Figure 1. Local utilization (run 1).
The bar under the picture is 20 um long. 11 x 11 tiles, from black (low) to pale yellow (high), 0 to 100% covered.
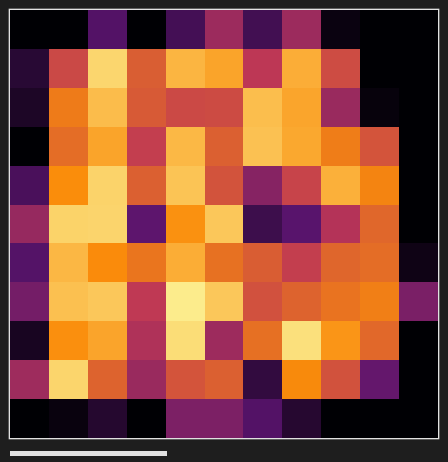
Figure 2. Routed metal per tile (run 1).
The bar under the picture is 20 um long. 11 x 11 tiles, from black (low) to pale yellow (high), scaled to the fullest tile. Values are wire area over tile area, all layers added.
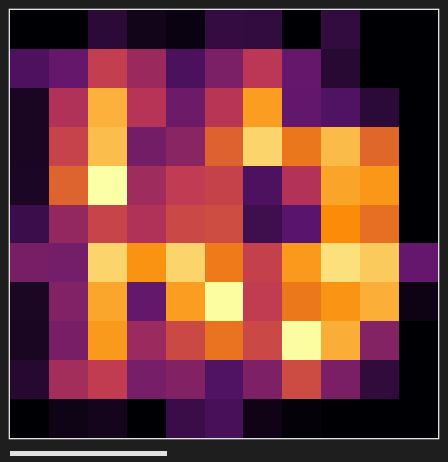
Figure 3. Routing congestion map (run 1).
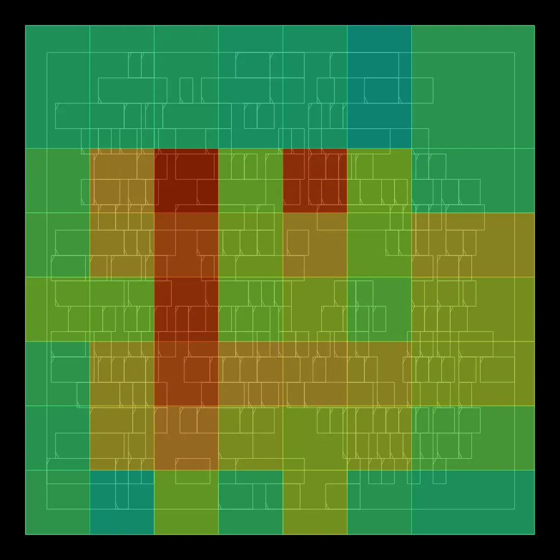
Figure 4. Met2 routing (run 1).
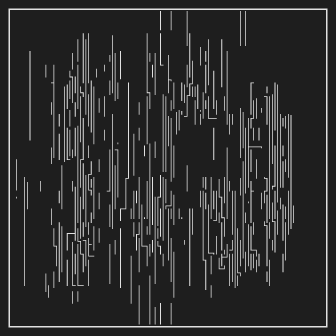
$ cat src/rtl/pci_bus_arbiter.sv
// Central PCI bus arbiter: round-robin REQ_/GNT_ arbitration with bus-ownership tracking,
// idle-grant timeout and preemption of a busy owner when another master requests.
module pci_bus_arbiter #(
    parameter int unsigned NUM_MASTERS = 4,
    parameter int unsigned TIMEOUT     = 16
) (
    input  logic                           clk,
    input  logic                           reset_,
    input  logic [NUM_MASTERS-1:0]         REQ_,
    input  logic                           FRAME_,
    input  logic                           IRDY_,
    output logic [NUM_MASTERS-1:0]         GNT_,
    output logic [$clog2(NUM_MASTERS)-1:0] owner_id,
    output logic                           owner_valid,
    output logic                           timeout_evt
);

    localparam int unsigned IdW  = $clog2(NUM_MASTERS);
    localparam int unsigned CntW = $clog2(TIMEOUT);

    typedef enum logic [1:0] {StIdle, StGnt, StBusy, StTurn} state_e;

    state_e                 state_q, state_d;
    logic [NUM_MASTERS-1:0] gnt_q, gnt_d;
    logic [IdW-1:0]         owner_q, owner_d;
    logic [IdW-1:0]         rr_q, rr_d;
    logic                   valid_q, valid_d;
    logic                   tevt_q, tevt_d;
    logic [CntW-1:0]        cnt_q, cnt_d;

    logic                   win_found;
    logic [IdW-1:0]         win_idx;
    logic [IdW-1:0]         cand;
    logic [NUM_MASTERS-1:0] one_hot_owner;
    logic [NUM_MASTERS-1:0] one_hot_win;
    logic                   others_req;
    logic                   go_turn;

    // Search upward from rr_q, wrapping, for the first active-low request.
    always_comb begin
        win_found = 1'b0;
        win_idx   = '0;
        cand      = '0;
        for (int unsigned i = 0; i < NUM_MASTERS; i++) begin
            cand = IdW'((32'(rr_q) + i) % NUM_MASTERS);
            if (!win_found && !REQ_[cand]) begin
                win_found = 1'b1;
                win_idx   = cand;
            end
        end
    end

    always_comb begin
        one_hot_owner = NUM_MASTERS'(1) << owner_q;
        one_hot_win   = NUM_MASTERS'(1) << win_idx;
        others_req    = |(~REQ_ & ~one_hot_owner);
    end

    always_comb begin
        state_d = state_q;
        gnt_d   = gnt_q;
        owner_d = owner_q;
        rr_d    = rr_q;
        valid_d = valid_q;
        tevt_d  = 1'b0;
        cnt_d   = cnt_q;
        go_turn = 1'b0;
        unique case (state_q)
            StIdle: begin
                if (win_found) begin
                    state_d = StGnt;
                    gnt_d   = ~one_hot_win;
                    owner_d = win_idx;
                    valid_d = 1'b1;
                    cnt_d   = '0;
                end
            end
            StGnt: begin
                // FRAME_ takes precedence over withdrawal and timeout in the same cycle.
                if (!FRAME_) begin
                    state_d = StBusy;
                end else if (REQ_[owner_q]) begin
                    go_turn = 1'b1;
                end else if (cnt_q == CntW'(TIMEOUT - 1)) begin
                    go_turn = 1'b1;
                    tevt_d  = 1'b1;
                end else begin
                    cnt_d = cnt_q + 1'b1;
                end
            end
            StBusy: begin
                // Preemption is sticky: once released, the grant is never re-asserted here.
                if (others_req) begin
                    gnt_d = '1;
                end
                if (FRAME_ && IRDY_) begin
                    go_turn = 1'b1;
                end
            end
            StTurn: begin
                state_d = StIdle;
            end
            default: begin
                state_d = StIdle;
            end
        endcase
        if (go_turn) begin
            state_d = StTurn;
            gnt_d   = '1;
            valid_d = 1'b0;
            rr_d    = IdW'((32'(owner_q) + 1) % NUM_MASTERS);
        end
    end

    always_ff @(posedge clk) begin
        if (!reset_) begin
            state_q <= StIdle;
            gnt_q   <= '1;
            owner_q <= '0;
            rr_q    <= '0;
            valid_q <= 1'b0;
            tevt_q  <= 1'b0;
            cnt_q   <= '0;
        end else begin
            state_q <= state_d;
            gnt_q   <= gnt_d;
            owner_q <= owner_d;
            rr_q    <= rr_d;
            valid_q <= valid_d;
            tevt_q  <= tevt_d;
            cnt_q   <= cnt_d;
        end
    end

    assign GNT_        = gnt_q;
    assign owner_id    = owner_q;
    assign owner_valid = valid_q;
    assign timeout_evt = tevt_q;

endmodule

$ cat config.mk
export PLATFORM = sky130hd
export DESIGN_NAME = pci_bus_arbiter
export DESIGN_NICKNAME = d
export VERILOG_FILES = /design/src/rtl/pci_bus_arbiter.sv
export SDC_FILE = /design/constraint.sdc
export NUM_CORES = 1
export LEC_CHECK = 0
export ABC_AREA = 1
export CAP_MARGIN = 20
export CORE_MARGIN = 2
export CORE_UTILIZATION = 49
export DETAILED_ROUTE_END_ITERATION = 8
export PLACE_DENSITY = 0.72
export SETUP_SLACK_MARGIN = 0.15
export SYNTH_ARGS = -nofsm -noshare
export SYNTH_HDL_FRONTEND = slang
export SYNTH_SLANG_ARGS = --single-unit
$ cat constraint.sdc
create_clock -name clk -period 2.5 [get_ports clk]
set_clock_uncertainty 0.15 [all_clocks]
set_input_delay 0.625 -clock clk [delete_from_list [all_inputs] [get_ports clk]]
set_output_delay 0.625 -clock clk [all_outputs]
set_load 0.02 [all_outputs]
==> run notes, run 1 <==
flow finished, numbers: number of gates resized after CTS 0, total gr overflow 0, global-route wire length before repair 4640 um, Top class by area combinational gates, cell taking the most area after synthesis dfxtp_1, sw power 764 uW, number of sequential cells 16, First-pass DRT Iterations 4, Root Buffer clkbuf_4, WS Path Type primary input to register, most frequent cells after synthesis nand2_1, nand3_1, inv_1, fin crit share 87.7%, Unique masters post-synth 21, clock share of power 11.3%, Synth warnings 0, WP data required 2.53 ns, Slew Viols, Final 0, Final #Nets 235, P_leak 0.000708 uW, Clock Latency Late Sink 0.29 ns, Synth Seq Share 25.5%, pin count of the biggest net entering global routing 14, cell mode on critical path nand2_1, type of destination of the critical path register, top cell type's share of synthesized area 25.5%, Die H 54.6 um, Finished Core Util 59.4%, Seq area share 22.0%, pwr dens 1060 nW/um^2, die width 54.6 um, met3 WL 62 um, cell total in the yosys stat output 200, CTS H-tree depth 1, flop2flop setup slack 0.42 ns, Top delay family on crit path simple AND/OR/NAND/NOR gates, main logic family after synthesis simple AND/OR/NAND/NOR gates, reg2reg path depth 11, layout cells sized above 1 11.1%, Worst IR Drop VDD 0.574 mV, Core Area 2450 um^2, Max stage delay on crit path 0.51 ns, via count 1305, met1 usage 25.5%, filler cell count 243, buffers and inverters on the worst path 1, Achievable Freq 456 MHz, DIE AREA 2980 um^2, Non-CTS inverters 21, buffering overhead 10.8%, Period minus WS final 2.19 ns, Met2 Wirelength 1500 um, number of flops mapped to enable cells by yosys 0, diodes inserted 0, vias in the first global route 1147, Hold Path Class register to register, Worst Tran Pin Value 0.457 ns, sw frac 49.3%, # clock sinks 16, # setup viols final 0, initial antenna violation count 0, hold depth 2, GRT Total Usage 21.4%, PortBufs 15, CP max stage cell clkdlybuf4s50_1, storage element area 320 um^2, Slew HR 69.5%, Tap Cells 30, Routed WL 2920 um, 1st-iter DRT viols 45, cts bufs inserted 3, vias per inst 5.28, CTS tree done, HPWL after detailed placement 2300 um, status finished clean, Rows 18, CP cell instances clkdlybuf4s50_1 -> nand2_1 -> nand3_1 -> nand2_1 -> nand2_1 -> nand2_1 -> nand2_1 -> nand2_1 -> nand2_1 -> a21oi_1 -> nand2_1, Clock Path Buffers 2, Yosys reg bits 16, top_reg_cell synth dfxtp_1, mi-comb count 160, met2 Usage GRT 39.5%, Post-synth mux share 0%, buffers outside the clock class 16, yosys stat chip area 1250 um^2, area grow syn2layout 16.4%, internal power 785 uW, yosys adder share 8.98%, tool warnings 32, Yosys top cell by instances nand2_1
Back to the opening pictures, Figure 1:
fullest tile: 96%
nearly empty tiles: 17%
mean over tiles: 48%
tiles over 75% full: 26%
emptiest ninth of the die: upper right

Back to the opening pictures, Figure 2:
emptiest ninth of the die: upper right
mean over tiles: 0.15
fullest tile: 0.39

Back to the opening pictures, Figure 3:
gr busiest metal: met2
grt met3 use: 1.64%
WL/cell: 11.8 um

Back to the opening pictures, Figure 4:
longest straight run: 21.1 um
share of all routed wire: 51%
main direction: vertical
nets with wire on the layer: 187

[run 1: per-stage QoR]
| step | area [um^2] | worst slack, ns | hold slack, ns | std cells | total power (uW) |
|---|---|---|---|---|---|
| final | 1460 | 0.307 | 0.326 | 247 | 1550 |
| after global routing | 1460 | 0.165 | 0.358 | 247 | 1690 |
| after CTS | 1460 | 0.320 | 0.333 | 247 | 1550 |
| after detailed placement | 1420 | 0.0161 | 0.308 | 243 | 1370 |
| after global placement | 1420 | 0.0773 | 0.309 | 243 | 1340 |
| after floorplan | 1250 | 0.732 | 0.306 | 200 | 1110 |
[run 1: cells in the final DEF (no fill, tap or decap)]
cell type        instances
a21oi_1                 16
buf_4                    1
clkbuf_4                 3
clkbuf_8                 1
clkdlybuf4s50_1         15
dfxtp_1                 16
ha_1                     9
inv_1                   17
inv_2                    4
nand2_1                 66
nand2_2                 10
nand2_4                  2
nand3_1                 23
nand3b_1                 1
nand4_1                  4
nand4_4                  1
nor2_1                  16
nor2_2                   1
nor2_4                   1
nor3_1                   2
o21ai_0                  5
o22ai_1                  2
xor2_1                   1
[run 1: worst max-delay path by stage]
stage,start,end,slack [ns],cells after the start
5_1_grt,REQ_[3],GNT_[1],0.16,11
2_1_floorplan,owner_id[0],GNT_[0],0.73,8
6_report,REQ_[3],GNT_[3],0.31,11
4_1_cts,owner_id[0],owner_id[0],0.32,1
3_5_place_dp,REQ_[0],state_q[0],0.02,12
3_3_place_gp,REQ_[0],state_q[0],0.08,12
[run 1: power by group through the flow]
stage / Clock (uW) / Combinational [uW] / Sequential [uW]
after floorplan: 0 / 649 / 457
after global placement: 0 / 931 / 413
after detailed placement: 0 / 958 / 416
after CTS: 181 / 960 / 410
after global routing: 192 / 1080 / 422
final: 174 / 963 / 411
--- run 2 (diff from run 1) ---
Settings changed: CAP_MARGIN 20 to unset, CORE_ASPECT_RATIO set to 1.75.
==> run notes, run 2 <==
flow finished, numbers: Achievable Freq 461 MHz (+1.1%), HPWL after detailed placement 2590 um (+13%), Synth Seq Share 25.5% (unchanged), most numerous logic cells after layout nand2_1, nand3_1, inv_1, Rows 24 (+6), biggest area cells dfxtp_1, nand2_1, nand3_1, layout cells sized above 1 13.6% (+2.6 points), yosys stat chip area 1250 um^2 (unchanged), CTS tree done, WHS Endpoint GNT_[0], WP data required 1.73 ns (-0.80 ns), post-route cell area 1520 um^2 (+3.9%), tool warnings 32 (unchanged), cell taking the most area after synthesis dfxtp_1, most frequent cells after synthesis nand2_1, nand3_1, inv_1, cts bufs inserted 3 (unchanged), CP cell instances clkdlybuf4s50_1, clock share of power 13.7% (+2.4 points), Clock Path Buffers 2 (unchanged), CP max stage cell clkdlybuf4s50_1, diodes inserted 0 (unchanged), area grow syn2layout 21.0%, Stages on worst setup path 1 (-10), Yosys top cell by instances nand2_1, reg2reg path depth 10 (-1), top cell type's share of synthesized area 25.5% (unchanged), post-place setup slack -0.0246 ns (-0.0407 ns), Hold Path Class register to register, flop2flop setup slack 0.57 ns (+0.15 ns), vias in the first global route 1316 (+15%), Worst Tran Pin Value 0.334 ns (-0.122 ns), initial antenna violation count 0 (unchanged), First-pass DRT Iterations 4 (unchanged), 1st-iter DRT viols 33 (-27%), global-route wire length before repair 5660 um (+22%), combinational share of power 60.7%, Yosys reg bits 16 (unchanged), fin crit share 86.8% (-0.98 points), CTS H-tree depth 1 (unchanged), PortBufs 15 (unchanged), P_leak 0.000769 uW (+8.7%), WHS 0.323 ns (-0.00304 ns), Clock Latency Late Sink 0.25 ns (-0.04 ns), status finished clean, Core Area 2460 um^2 (+0.31%), vias per inst 5.56 (+5.3%), Tot Pwr 1650 uW (+6.4%), Cell Count, Final, Fillers Out 246 (-0.40%), Unique masters post-synth 21 (unchanged), WS Path Type register to primary output, Sequential Power Share 25.6%, pin count of the biggest net entering global routing 14 (unchanged), most common logic cell in the routed design nand2_1, buffers and inverters on the worst path 1 (unchanged), type of destination of the critical path primary output, sw frac 48.4% (-0.90 points), crit path from owner_id[0], placed inst area 1430 um^2 (+0.18%), Root Buffer clkbuf_8, dpl cells 240 (-1.2%), top_reg_cell synth dfxtp_1, total gr overflow 0 (unchanged), final worst-path setup slack 0.331 ns (+0.0245 ns), Final #Nets 238 (+1.3%), Slew HR 77.7% (+8.2 points), Die H 70.9 um (+30%), Synth warnings 0 (unchanged), crit path launch type register, Worst IR Drop VDD 0.558 mV (-2.7%), # clock sinks 16 (unchanged), hold depth 2 (unchanged), pwr dens 1090 nW/um^2 (+2.3%), Slew Viols, Final 0 (unchanged), die width 42.2 um (-23%), Top delay family on crit path buffers and inverters, sw power 798 uW (+4.4%), internal power 850 uW (+8.2%), Max stage delay on crit path 0.66 ns (+0.15 ns)
[run 2: cell counts after synthesis]
No cell type changed its count.
[run 2: how the worst max path moves through the flow]
stage,endpoint,slack [ns]
finish,owner_id[0],0.33
global route,owner_id[0],0.31
CTS,GNT_[2],0.23
detailed placement,GNT_[2],-0.02
global placement,GNT_[0],0.01
floorplan,GNT_[0],0.73
[run 2: power groups by stage]
stage / clock (uW) / combinational [uW] / sequential [uW]
2_1_floorplan: 0 / 649 / 457
3_3_place_gp: 0 / 948 / 418
3_5_place_dp: 0 / 963 / 422
4_1_cts: 229 / 975 / 417
5_1_grt: 237 / 1130 / 429
6_report: 226 / 1000 / 422
[run 2: cell families after synthesis]
kind of cell / Yosys count / synth area share [%]
DFF: 16 / 25.5
xor gates and xnor gates: 1 / 0.699
adders and majority gates: 9 / 8.98
buffers and inverters: 24 / 8.38
and+or+nand+nor: 127 / 47.0
AOI/OAI and AO/OA: 23 / 9.38
[run 2: layout make-up]
type	count	area, um^2
fillers	249	946
multi-input cells	161	846
flip-flops and latches	16	322
repair buffers	18	183
inverters	21	78.8
clock buffers	4	55.1
well taps	26	32.5
[run 2: through the flow]
step / TNS, ns / util (%)
final: 0 / 61.6
after global routing: 0 / 61.6
after CTS: 0 / 60.1
after detailed placement: -0.0720 / 57.9
after global placement: 0 / 57.9
after floorplan: 0 / -
[run 2: what timing repair did]
action / in CTS / in global routing
buffers inserted: 0 / 1
endpoints found under the setup margin: 0 / 8
gates resized: 0 / 7
[run 2: metal layers]
metal / wire length [um] / up-vias / track usage [%]
met2: 1960 / 36 / 47.5
met1: 1230 / 630 / 23.8
met4: 117 / 0 / 12.2
li1: - / 691 / -
met5: 0 / - / 0
met3: 112 / 11 / 2.81
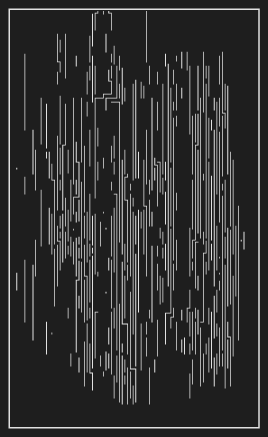
Figure 5: run 2, met2 routing.
main direction: vertical
wire length on this layer: 1960 um
Routed WL: 3420 um
met2 Usage GRT: 47.5%
via count: 1368

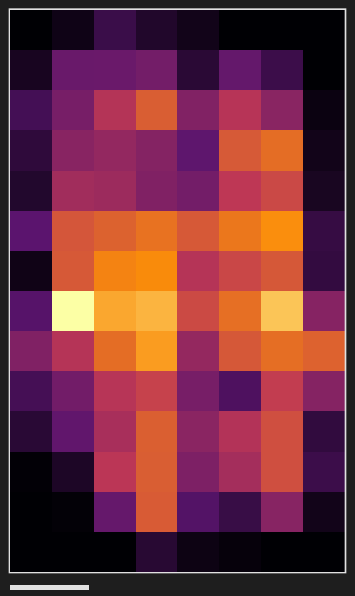
Figure 6: run 2, routed metal per tile.
The bar under the picture is 10 um long. 8 x 14 tiles, from black (low) to pale yellow (high), scaled to the fullest tile. Values are wire area over tile area, all layers added.
densest ninth of the die: centre
nearly empty tiles: 13%
tiles over half the peak: 30%
fullest tile: 0.53
WL/cell: 13.9 um
GRT Total Usage: 24.3%

Power is estimated from default activity; no workload was simulated.
